`src/rtl/poly_voice_pkg.sv`:
```
// Shared types and constants for the polyphonic voice allocator: mix FSM states
// and the signed saturation limits of the mixed sample.
package poly_voice_pkg;

  typedef enum logic [1:0] {
    IDLE = 2'd0,
    REQ  = 2'd1,
    WAIT = 2'd2,
    SUM  = 2'd3
  } mix_state_t;

  function automatic longint sat_max(input int sample_w);
    return (longint'(1) <<< (sample_w - 1)) - 1;
  endfunction

  function automatic longint sat_min(input int sample_w);
    return -(longint'(1) <<< (sample_w - 1));
  endfunction

endpackage

```
`src/rtl/poly_voice_allocator_if.sv`:
```
// Bus between song reader / note players and the voice allocator.
// The allocator uses the slave modport; the driving side uses master.
interface poly_voice_allocator_if #(
  parameter int VOICES   = 4,
  parameter int NOTE_W   = 6,
  parameter int DUR_W    = 6,
  parameter int SAMPLE_W = 16
);
  localparam int VIDX_W = $clog2(VOICES);

  logic                         play;
  logic                         beat;
  logic                         load_new_note;
  logic [NOTE_W-1:0]            note_to_load;
  logic [DUR_W-1:0]             duration_to_load;
  logic                         generate_next_sample;
  logic [VOICES*SAMPLE_W-1:0]   voice_sample;
  logic [VOICES-1:0]            voice_sample_ready;
  logic [VOICES*NOTE_W-1:0]     voice_note;
  logic [VOICES-1:0]            voice_active;
  logic [VOICES-1:0]            voice_load;
  logic                         voice_generate;
  logic [SAMPLE_W-1:0]          sample_out;
  logic                         new_sample_ready;
  logic                         note_dropped;
  logic [VIDX_W-1:0]            last_voice;

  modport slave (
    input  play, beat, load_new_note, note_to_load, duration_to_load,
           generate_next_sample, voice_sample, voice_sample_ready,
    output voice_note, voice_active, voice_load, voice_generate,
           sample_out, new_sample_ready, note_dropped, last_voice
  );

  modport master (
    output play, beat, load_new_note, note_to_load, duration_to_load,
           generate_next_sample, voice_sample, voice_sample_ready,
    input  voice_note, voice_active, voice_load, voice_generate,
           sample_out, new_sample_ready, note_dropped, last_voice
  );
endinterface

```
`src/rtl/poly_voice_allocator_voice_select.sv`:
```
// Combinational slot chooser: lowest-index free slot, or (when STEAL is set and
// nothing is free) the slot with the smallest remaining count, lowest index on ties.
module voice_select #(
  parameter int VOICES = 4,
  parameter int DUR_W  = 6,
  parameter int VIDX_W = $clog2(VOICES),
  parameter bit STEAL  = 1'b0
) (
  input  logic [VOICES*DUR_W-1:0] i_cnt,
  output logic [VIDX_W-1:0]       o_idx,
  output logic                    o_found
);
  logic [VIDX_W-1:0] w_free_idx;
  logic [VIDX_W-1:0] w_min_idx;
  logic [DUR_W-1:0]  w_min_val;

  // NOTE: every output and temporary gets a default first so no latch is inferred.
  always_comb begin
    o_found    = 1'b0;
    w_free_idx = '0;
    w_min_idx  = '0;
    w_min_val  = i_cnt[DUR_W-1:0];
    // Scan high to low so the last hit is the lowest free index.
    for (int i = VOICES - 1; i >= 0; i--) begin
      if (i_cnt[i*DUR_W +: DUR_W] == '0) begin
        o_found    = 1'b1;
        w_free_idx = VIDX_W'(i);
      end
    end
    for (int i = 1; i < VOICES; i++) begin
      if (i_cnt[i*DUR_W +: DUR_W] < w_min_val) begin
        w_min_val = i_cnt[i*DUR_W +: DUR_W];
        w_min_idx = VIDX_W'(i);
      end
    end
    o_idx = (o_found || !STEAL) ? w_free_idx : w_min_idx;
  end
endmodule

```
`src/rtl/poly_voice_allocator.sv`:
```
// Polyphonic voice allocator and sample mixer. Define VOICE_STEAL_EN to steal the
// slot with the least remaining duration when all slots are busy; otherwise the load is dropped.
module poly_voice_allocator #(
  parameter int VOICES   = 4,
  parameter int NOTE_W   = 6,
  parameter int DUR_W    = 6,
  parameter int SAMPLE_W = 16,
  parameter int VIDX_W   = $clog2(VOICES)
) (
  input logic                    clk,
  input logic                    reset,
  poly_voice_allocator_if.slave  bus
);
  import poly_voice_pkg::*;

  localparam int SUM_W = SAMPLE_W + VIDX_W + 1;
  localparam logic signed [SUM_W-1:0] SAT_HI = SUM_W'(sat_max(SAMPLE_W));
  localparam logic signed [SUM_W-1:0] SAT_LO = SUM_W'(sat_min(SAMPLE_W));

`ifdef VOICE_STEAL_EN
  localparam bit STEAL = 1'b1;
`else
  localparam bit STEAL = 1'b0;
`endif

  logic [DUR_W-1:0]           r_cnt [VOICES];
  logic [NOTE_W-1:0]          r_note [VOICES];
  logic [VOICES-1:0]          r_active;
  logic [VOICES-1:0]          r_voice_load;
  logic [VIDX_W-1:0]          r_last_voice;
  logic                       r_note_dropped;

  mix_state_t                 r_state;
  logic [VOICES-1:0]          r_got;
  logic [VOICES-1:0]          r_snap;
  logic                       r_voice_generate;
  logic                       r_new_sample_ready;
  logic [SAMPLE_W-1:0]        r_sample_out;
  logic signed [SAMPLE_W-1:0] r_lat [VOICES];

  logic [VOICES*DUR_W-1:0]    w_cnt_flat;
  logic [DUR_W-1:0]           w_cnt_next [VOICES];
  logic signed [SAMPLE_W-1:0] w_smp [VOICES];
  logic signed [SAMPLE_W-1:0] w_lat_next [VOICES];
  logic [VIDX_W-1:0]          w_sel_idx;
  logic                       w_free_found;
  logic                       w_load_req;
  logic                       w_accept;
  logic                       w_drop;
  logic                       w_count_en;
  logic [VOICES-1:0]          w_got_next;
  logic signed [SUM_W-1:0]    w_sum;
  logic [SAMPLE_W-1:0]        w_sat;

  for (genvar g = 0; g < VOICES; g++) begin : g_voice
    assign w_cnt_flat[g*DUR_W +: DUR_W]      = r_cnt[g];
    assign bus.voice_note[g*NOTE_W +: NOTE_W] = r_note[g];
    assign w_smp[g] = bus.voice_sample[g*SAMPLE_W +: SAMPLE_W];
  end

  voice_select #(
    .VOICES (VOICES),
    .DUR_W  (DUR_W),
    .VIDX_W (VIDX_W),
    .STEAL  (STEAL)
  ) u_select (
    .i_cnt   (w_cnt_flat),
    .o_idx   (w_sel_idx),
    .o_found (w_free_found)
  );

  assign w_load_req = bus.load_new_note && (bus.duration_to_load != '0);
  assign w_accept   = w_load_req && (w_free_found || STEAL);
  assign w_drop     = w_load_req && !w_free_found && !STEAL;
  assign w_count_en = bus.beat && bus.play;

  // The selector sees pre-beat counts, so a slot freed by this beat is not reusable yet.
  always_comb begin
    for (int i = 0; i < VOICES; i++) begin
      w_cnt_next[i] = r_cnt[i];
      if (w_accept && (w_sel_idx == VIDX_W'(i)))
        w_cnt_next[i] = bus.duration_to_load;
      else if (w_count_en && (r_cnt[i] != '0))
        w_cnt_next[i] = r_cnt[i] - DUR_W'(1);
    end
  end

  // NOTE: sequential state uses non-blocking assignments only, so every always_ff reads pre-edge values.
  always_ff @(posedge clk) begin
    if (reset) begin
      for (int i = 0; i < VOICES; i++) begin
        r_cnt[i]  <= '0;
        r_note[i] <= '0;
      end
      r_active       <= '0;
      r_voice_load   <= '0;
      r_last_voice   <= '0;
      r_note_dropped <= 1'b0;
    end else begin
      r_voice_load   <= '0;
      r_note_dropped <= w_drop;
      for (int i = 0; i < VOICES; i++) begin
        r_cnt[i]    <= w_cnt_next[i];
        r_active[i] <= (w_cnt_next[i] != '0);
      end
      if (w_accept) begin
        r_note[w_sel_idx]       <= bus.note_to_load;
        r_voice_load[w_sel_idx] <= 1'b1;
        r_last_voice            <= w_sel_idx;
      end
    end
  end

  // The sum includes a sample arriving this cycle so SUM is entered without an extra wait.
  always_comb begin
    w_got_next = r_got | bus.voice_sample_ready;
    w_sum      = '0;
    for (int i = 0; i < VOICES; i++) begin
      w_lat_next[i] = bus.voice_sample_ready[i] ? w_smp[i] : r_lat[i];
      if (r_snap[i])
        w_sum = w_sum + SUM_W'(w_lat_next[i]);
    end
    if (w_sum > SAT_HI)
      w_sat = SAT_HI[SAMPLE_W-1:0];
    else if (w_sum < SAT_LO)
      w_sat = SAT_LO[SAMPLE_W-1:0];
    else
      w_sat = w_sum[SAMPLE_W-1:0];
  end

  always_ff @(posedge clk) begin
    if (reset) begin
      r_state            <= IDLE;
      r_got              <= '0;
      r_snap             <= '0;
      r_voice_generate   <= 1'b0;
      r_new_sample_ready <= 1'b0;
      r_sample_out       <= '0;
    end else begin
      r_voice_generate   <= 1'b0;
      r_new_sample_ready <= 1'b0;
      case (r_state)
        IDLE: begin
          if (bus.generate_next_sample) begin
            r_state          <= REQ;
            r_voice_generate <= 1'b1;
          end
        end
        REQ: begin
          r_got   <= ~r_active;
          r_snap  <= r_active;
          r_state <= WAIT;
        end
        WAIT: begin
          r_got <= w_got_next;
          if (&w_got_next) begin
            r_sample_out       <= w_sat;
            r_new_sample_ready <= 1'b1;
            r_state            <= SUM;
          end
        end
        SUM:     r_state <= IDLE;
        default: r_state <= IDLE;
      endcase
    end
  end

  // NOTE: the sample latches are pure datapath and are always written before use, so they carry no reset.
  always_ff @(posedge clk) begin
    if (r_state == WAIT) begin
      for (int i = 0; i < VOICES; i++)
        r_lat[i] <= w_lat_next[i];
    end
  end

  assign bus.voice_active     = r_active;
  assign bus.voice_load       = r_voice_load;
  assign bus.last_voice       = r_last_voice;
  assign bus.note_dropped     = r_note_dropped;
  assign bus.voice_generate   = r_voice_generate;
  assign bus.new_sample_ready = r_new_sample_ready;
  assign bus.sample_out       = r_sample_out;

endmodule

```
`src/flat_wrapper.sv`:
```
// flat-port wrapper written by rule: the top's interface ports become plain ports
module poly_voice_allocator_flat import poly_voice_pkg::*;
#(
  parameter int VOICES   = 4,
  parameter int NOTE_W   = 6,
  parameter int DUR_W    = 6,
  parameter int SAMPLE_W = 16,
  parameter int VIDX_W   = $clog2(VOICES)
)
  (clk, reset, bus_play, bus_beat, bus_load_new_note, bus_note_to_load, bus_duration_to_load, bus_generate_next_sample, bus_voice_sample, bus_voice_sample_ready, bus_voice_note, bus_voice_active, bus_voice_load, bus_voice_generate, bus_sample_out, bus_new_sample_ready, bus_note_dropped, bus_last_voice);
  poly_voice_allocator_if #(.VOICES(VOICES), .NOTE_W(NOTE_W), .DUR_W(DUR_W), .SAMPLE_W(SAMPLE_W)) bus_i ();
  input logic clk;
  input logic reset;
  input wire logic [$bits(bus_i.play)-1:0] bus_play;
  input wire logic [$bits(bus_i.beat)-1:0] bus_beat;
  input wire logic [$bits(bus_i.load_new_note)-1:0] bus_load_new_note;
  input wire logic [$bits(bus_i.note_to_load)-1:0] bus_note_to_load;
  input wire logic [$bits(bus_i.duration_to_load)-1:0] bus_duration_to_load;
  input wire logic [$bits(bus_i.generate_next_sample)-1:0] bus_generate_next_sample;
  input wire logic [$bits(bus_i.voice_sample)-1:0] bus_voice_sample;
  input wire logic [$bits(bus_i.voice_sample_ready)-1:0] bus_voice_sample_ready;
  output wire logic [$bits(bus_i.voice_note)-1:0] bus_voice_note;
  output wire logic [$bits(bus_i.voice_active)-1:0] bus_voice_active;
  output wire logic [$bits(bus_i.voice_load)-1:0] bus_voice_load;
  output wire logic [$bits(bus_i.voice_generate)-1:0] bus_voice_generate;
  output wire logic [$bits(bus_i.sample_out)-1:0] bus_sample_out;
  output wire logic [$bits(bus_i.new_sample_ready)-1:0] bus_new_sample_ready;
  output wire logic [$bits(bus_i.note_dropped)-1:0] bus_note_dropped;
  output wire logic [$bits(bus_i.last_voice)-1:0] bus_last_voice;
  assign bus_i.play = bus_play;
  assign bus_i.beat = bus_beat;
  assign bus_i.load_new_note = bus_load_new_note;
  assign bus_i.note_to_load = bus_note_to_load;
  assign bus_i.duration_to_load = bus_duration_to_load;
  assign bus_i.generate_next_sample = bus_generate_next_sample;
  assign bus_i.voice_sample = bus_voice_sample;
  assign bus_i.voice_sample_ready = bus_voice_sample_ready;
  assign bus_voice_note = bus_i.voice_note;
  assign bus_voice_active = bus_i.voice_active;
  assign bus_voice_load = bus_i.voice_load;
  assign bus_voice_generate = bus_i.voice_generate;
  assign bus_sample_out = bus_i.sample_out;
  assign bus_new_sample_ready = bus_i.new_sample_ready;
  assign bus_note_dropped = bus_i.note_dropped;
  assign bus_last_voice = bus_i.last_voice;
  poly_voice_allocator #(.VOICES(VOICES), .NOTE_W(NOTE_W), .DUR_W(DUR_W), .SAMPLE_W(SAMPLE_W), .VIDX_W(VIDX_W)) u_core (.clk(clk), .reset(reset), .bus(bus_i));
endmodule
```
`config.mk`:
```
export PLATFORM = sky130hd
export DESIGN_NAME = poly_voice_allocator_flat
export DESIGN_NICKNAME = d
export VERILOG_FILES = /design/src/rtl/poly_voice_pkg.sv /design/src/rtl/poly_voice_allocator_if.sv /design/src/rtl/poly_voice_allocator_voice_select.sv /design/src/rtl/poly_voice_allocator.sv /design/src/flat_wrapper.sv
export SDC_FILE = /design/constraint.sdc
export NUM_CORES = 1
export LEC_CHECK = 0
export ABC_AREA = 0
export CAP_MARGIN = 10
export CORE_MARGIN = 8
export CORE_UTILIZATION = 40
export CTS_CLUSTER_SIZE = 25
export DETAILED_ROUTE_END_ITERATION = 16
export MAX_ROUTING_LAYER = met4
export PLACE_DENSITY_LB_ADDON = 0.12
export SLEW_MARGIN = 30
export SYNTH_ARGS = -nofsm -noshare
export SYNTH_HDL_FRONTEND = slang
export SYNTH_HIERARCHICAL = 1
export SYNTH_SLANG_ARGS = --single-unit
```
`constraint.sdc`:
```
create_clock -name clk -period 7.9 [get_ports clk]
set_clock_uncertainty 0.1 [all_clocks]
set_input_delay 1.185 -clock clk [delete_from_list [all_inputs] [get_ports clk]]
set_output_delay 1.185 -clock clk [all_outputs]
set_load 0.02 [all_outputs]
```
run_1/layer_met2.png
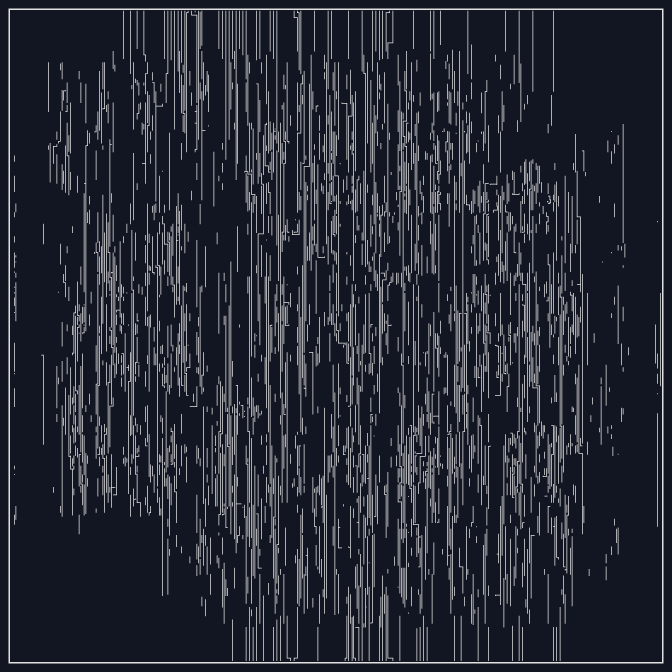
share of all routed wire: 51%
wire length on this layer: 14500 microns
main direction: vertical
nets with wire on the layer: 1247
Vias: 8758
final WL: 28.6 mm

run_1/congestion.png
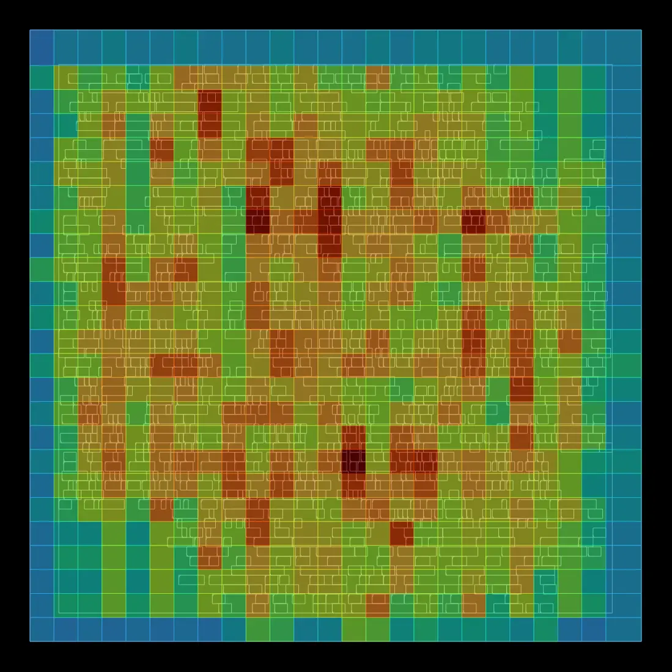
GR met2 Demand/Resource: 33.7%
GR Util met1: 22.2%

==> reports/results.ini, run 1 <==
[finish]
fill_cells=2356
fin_util_pct=52.9
layout-drive-gt1-share_pct=20.3
area_growth_pct=30.0
finalNonFillerCells=1625

[global_route]
grt_antenna_before_repair=0
grt_pass1_wl_mm=46.8
overflow=0
grt_pass1_vias=9036

[floorplanning]
io_pins=139
fp_util_pct=40.7
die_h_microns=176
die_w_microns=176
num_rows=58
design.die.area_sq_um=30900

[critical_path]
cp_top_family=AND-OR/OR-AND gates
cp.arrival_ps=7600
worstSetupEndpointType=register
crit_fanout=14
timing.critical_path.buf_inv=4
worstPathRequired_ps=8100
cpMostUsedCell=ha_1
max_stage_delay_ps=540
worst_setup_path_start_kind=input pin

[yosys]
synth.cell_area_sq_um=10200
ys_area_sq_um=10200
syn_inst=1060
edf_count=88
ff_type=edfxtp_1
synth_flops=151
ys_warn_count=6
synthArstFlopShare_pct=0
yosys_cells=1060

[timing]
fmax_mhz=135
final-max-slew-violation-count=0
hold_viol=0
fin_setup_tns_ps=0
worst_slack_ps=501
setup_viol=0
tightest_slew_ps=929
slew_headroom_pct=38.0
grt_setup_unrepaired=no
period_minus_slack_ps=7400

[place]
place_congestion=0.908
post-place-ws_ps=-181
placed_cells=1591
dp_hpwl_mm=22.0
placed_area_sq_um=12600

[route]
drt_iter0_markers=547
drc_errors=0
post_drt_wl_per_cell_microns=17.6
drt-pass1-iter-count=5

[outcome]
status=finished, final reports clean

[clocking]
cts-root-buf=clkbuf_16
cts.sink_count=151
cts_tree=yes
clockBufferDepth=2
clk_latency_ps=430
cts-buffers-inserted=17

[run]
tool_warnings=33

[pwr]
powerDensity_nw_per_um2=360
power_clock_mw=0.840
power_leakage_nw=5.37
pwr-share-seq_pct=24.3
p_seq_mw=1.16
power_switching_mw=2.02
p_total_mw=4.79
clkPwrFrac_pct=17.6
switching_share_pct=42.2

[min_path]
hold_class=reg2reg

run_1/cell_density.png
The die is cut into 18 by 18 equal tiles; white is low, dark blue is high, 0 to 100% covered.
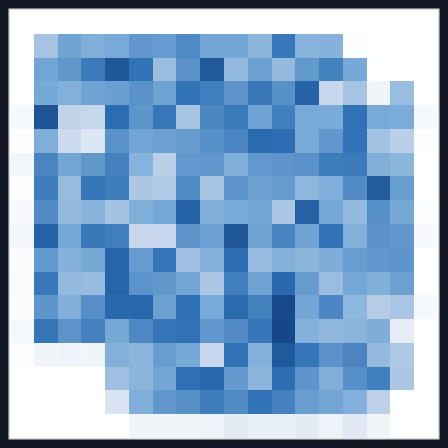
fullest tile: 91%
tiles over 75% full: 7.4%
nearly empty tiles: 18%
mean over tiles: 42%

-- run 1: synth_stat cells, types with 5 or more instances --
master	n	area, sq um
a211oi_1	23	173
a21o_1	23	173
a21oi_1	54	270
a221oi_1	11	96.3
a221oi_2	8	120
a31oi_1	20	125
and2_1	21	131
and3_1	7	43.8
buf_2	5	25.0
clkbuf_1	32	120
dfxtp_1	63	1260
edfxtp_1	88	2640
ha_1	64	801
inv_1	47	176
mux2_2	70	788
mux2i_1	12	120
nand2_1	90	338
nand2b_1	10	62.6
nand3_1	18	90.1
nand4_1	8	50.1
nor2_1	98	368
nor2b_1	7	43.8
nor3_1	25	125
nor4_1	11	68.8
o211ai_1	15	113
o21a_1	5	37.5
o21ai_0	40	200
o21ai_1	21	105
or4_1	5	37.5
xnor2_1	26	228
xor2_1	26	228
-- run 1: final timing paths --
path	start	end	slack, ps	cells after the start
max	bus_voice_sample_ready[1]	u_core/bus.sample_out[2]	500	29
min	u_core/bus.sample_out[11]	u_core/bus.sample_out[11]	360	2
max reg2reg	u_core/r_snap[0]	u_core/bus.sample_out[2]	1410	27
min reg2reg	u_core/bus.sample_out[11]	u_core/bus.sample_out[11]	360	2
-- run 1: cells in the final DEF, fill, tap and decap left out, drive strengths merged, types with 26 or more instances in the layout --
cell type and instances:
nor3 26, nor2 98, inv 59, ha 64, mux2 72, xor2 27
nand2 92, a21oi 58, buf 110, edfxtp 88, dfxtp 63, o21ai 61
xnor2 27, clkdlybuf4s50 136
-- run 1: logic make-up after synthesis --
group           count (synthesis)  synth area share (%)
flops                         151                  38.2
fa+ha+maj                      67                  8.42
simple gates                  332                  15.9
compound gates                275                  19.4
mux                            85                  9.28
buf+inv                        95                  3.81
xor+xnor                       55                  5.00
-- run 1: layout make-up --
type | instances | area, sq um | share of cell area [%]
sequential | 151 | 3900 | 29.4
inverter | 50 | 188 | 1.41
clock buffer | 17 | 425 | 3.20
timing repair buffer | 247 | 2230 | 16.8
clock inverter | 15 | 179 | 1.35
antenna | 1 | 2.50 | 0.0188
multi-input combinational | 814 | 5950 | 44.8
tap | 330 | 413 | 3.11
-- run 1: per-layer routing --
layer,vias up,GRT usage [%],part of all wire (%),routed length [microns]
li1,4392,-,-,-
met1,4149,22.2,44,12600
met2,186,33.7,51,14500
met3,31,3.26,3.6,1020
met4,0,5.37,1.8,503
met5,-,-,0,0
-- run 1: registers in the layout, summed over array words and instances, names as in the netlist --
name,cells
u_core/bus.sample_out,16
u_core/bus.voice_generate,1
u_core/bus.last_voice,2
u_core/r_note,24
u_core/r_snap,4
u_core/r_state,2
u_core/bus.voice_active,4
u_core/bus.voice_load,4
u_core/r_lat,64
u_core/r_cnt,24
u_core/r_got,4
u_core/bus.new_sample_ready,1
u_core/bus.note_dropped,1
-- run 1: tightest hold or removal path, cell delays in order, from the launching register on --
cell and delay [ps]:
dfxtp_1 320, nand2_1 50, o21ai_1 50
-- run 1: what timing repair did --
item                                    4_1_cts  5_1_grt
setup buffers                                 0        1
hold endpoints to repair                      0        0
endpoints found under the setup margin        0       16
gates resized                                 0        8
run_1/logic_types.png
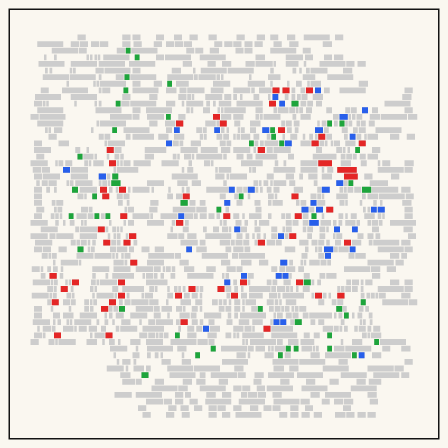

## Run 2: what changed since run 1
--- a/config.mk
+++ b/config.mk
@@ -7,7 +7,7 @@
 export LEC_CHECK = 0
 export ABC_AREA = 0
 export CAP_MARGIN = 10
-export CORE_MARGIN = 8
+export CORE_MARGIN = 4
 export CORE_UTILIZATION = 40
 export CTS_CLUSTER_SIZE = 25
 export DETAILED_ROUTE_END_ITERATION = 16
run_2/logic_types.png
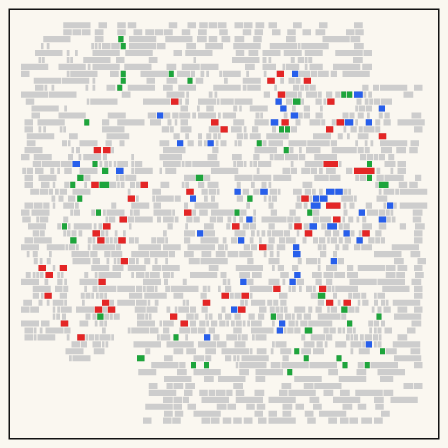
| color | family | cells |
|---|---|---|
| green | AND and OR gates | 49 |
| red | XOR/XNOR gates | 55 |
| blue | AND-OR and OR-AND gates | 43 |

==> run 2 against run 1 <==
  * Critical path depth increased by 1
  * Sequential power about the same
  * Non-clock buffer count increased by 2
  * Maximum frequency increased by 0.33%
  * Area after synthesis unchanged
  * Highest routed layer unchanged
==> reports/results.ini, run 2 <==
[outcome]
status=finished, final reports clean

[finish]
largest_reg_flops=64
reg_top3=u_core/r_lat: 64 flops, u_core/r_cnt: 24 flops, u_core/r_note: 24 flops
area_growth_pct=30.4
final_cell_mix=136 x clkdlybuf4s50_1, 109 x buf_4, 98 x nor2_1
lay_top_count=clkdlybuf4s50_1
top_register=u_core/r_lat

[pwr]
power_switching_mw=2.04
pwr-share-seq_pct=24.3
clkPwrFrac_pct=17.2
switching_share_pct=42.6
powerDensity_nw_per_um2=359
p_total_mw=4.79
power_leakage_nw=5.38

[global_route]
overflow=0
grt_pass1_wl_mm=45.7
grt_antenna_before_repair=0
grt_pass1_vias=8846

[yosys]
yosys_cells=1060
ys_area_sq_um=10200
synth_flops=151
synthArstFlopShare_pct=0
ff_type=edfxtp_1
synthTopCellsByCount=98 x nor2_1, 90 x nand2_1, 88 x edfxtp_1
fa_ha_area_share_pct=8.42
mux_area_share_pct=9.28
xor_area_share_pct=5.00
simple_gate_share_pct=15.9
yosysUniqueCellTypes=93
synthAoiAreaFrac_pct=19.4
synth.comb.largest_family=AND-OR/OR-AND gates

[route]
vias=8674
drt-pass1-iter-count=5
drt_wl_total_mm=28.0
drt_iter0_markers=463
drc_errors=0

[place]
post-place-ws_ps=-356
dp_hpwl_mm=21.1

[critical_path]
worstPathRequired_ps=8120
crit_fanout=14
worst_r2r_path_depth=30
worstSetupEndpointType=register
cp.arrival_ps=7590
max_stage_delay_ps=520

[floorplanning]
num_rows=58
die_w_microns=168
die_h_microns=168
io_pins=139

[timing]
setup_viol=0
fmax_mhz=136
slew_headroom_pct=38.1
period_minus_slack_ps=7370
worst_slack_ps=526
tightest_slew_ps=923
final-max-slew-violation-count=0
hold_viol=0

[clocking]
cts-buffers-inserted=17
cts-root-buf=clkbuf_16
cts.sink_count=151
clockBufferDepth=2
cts_tree=yes

[min_path]
min_path_cells=2
hold_class=reg2reg

[run]
tool_warnings=33

run_2/cell_density.png
The die is cut into 17 by 17 equal tiles; white is low, dark blue is high, 0 to 100% covered.
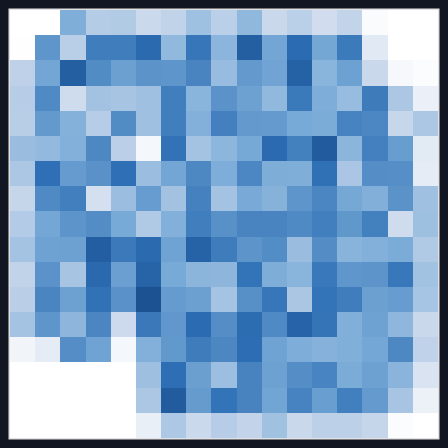
tiles over 75% full: 6.2%
fullest tile: 87%
emptiest ninth of the die: lower left
FP Core Util: 40.6%
utilization after layout: 52.9%
core box area: 25200 sq um

==> run 2: cell counts after synthesis <==
No cell type changed its count.
==> run 2: worst paths after layout <==
path,startpoint,to,slack (ps)
min reg2reg,u_core/bus.sample_out[9],u_core/bus.sample_out[9],360
min,u_core/bus.sample_out[9],u_core/bus.sample_out[9],360
max reg2reg,u_core/r_lat[0][0],u_core/bus.sample_out[2],1390
max,bus_voice_sample_ready[1],u_core/bus.sample_out[2],530
==> run 2: final cells by class <==
class	count	area [sq um]
Multi-Input combinational cell	814	5990
Clock buffer	17	425
Clock inverter	15	174
Sequential cell	151	3900
Timing Repair Buffer	249	2240
Inverter	50	188
Fill cell	2315	11900
Tap cell	330	413
==> run 2: cells by family after synthesis <==
| group | Yosys count |
|---|---|
| and+or+nand+nor | 332 |
| AOI/OAI and AO/OA | 275 |
| DFF | 151 |
| buffers and inverters | 95 |
| muxes | 85 |
| adders and majority gates | 67 |
| xor gates and xnor gates | 55 |
==> run 2: power groups by stage <==
stage	Combinational [mW]	Clock [mW]	Sequential [mW]
finish	2.80	0.821	1.16
floorplan	1.79	0	1.24
global placement	2.74	0	1.18
CTS	2.78	0.842	1.16
detailed placement	2.76	0	1.18
global route	3.10	0.877	1.19
==> run 2: what timing repair did <==
item                       in CTS  in global routing
setup buffers                   0                  1
setup endpoints to repair       0                 16
gates resized                   0                 11
==> run 2: critical path: cells and delay by family <==
kind                       cells  cell delay (ps)
muxes                          2              570
AOI/OAI and AO/OA             11             2050
xor gates and xnor gates       3              380
adders and majority gates      4             1300
buffers and inverters          5             1140
and+or+nand+nor                5              980
==> run 2: layer usage <==
layer	part of all wire (%)	vias up	GRT usage, %
met3	3.4	28	3.40
met2	51	150	36.1
li1	-	4373	-
met1	44	4123	24.4
met4	1.9	0	5.43
met5	0	-	-
==> run 2: stage by stage <==
stage | cells | util, % | setup TNS [ps]
finish | 1626 | 52.9 | 0
global route | 1626 | 52.9 | -1.03
CTS | 1625 | 52.7 | 0
detailed placement | 1593 | 50.3 | -4580
global placement | 1593 | 50.3 | -2070
floorplan | 1060 | - | 0
No activity file was given, so power comes from the tool's default toggle rates.
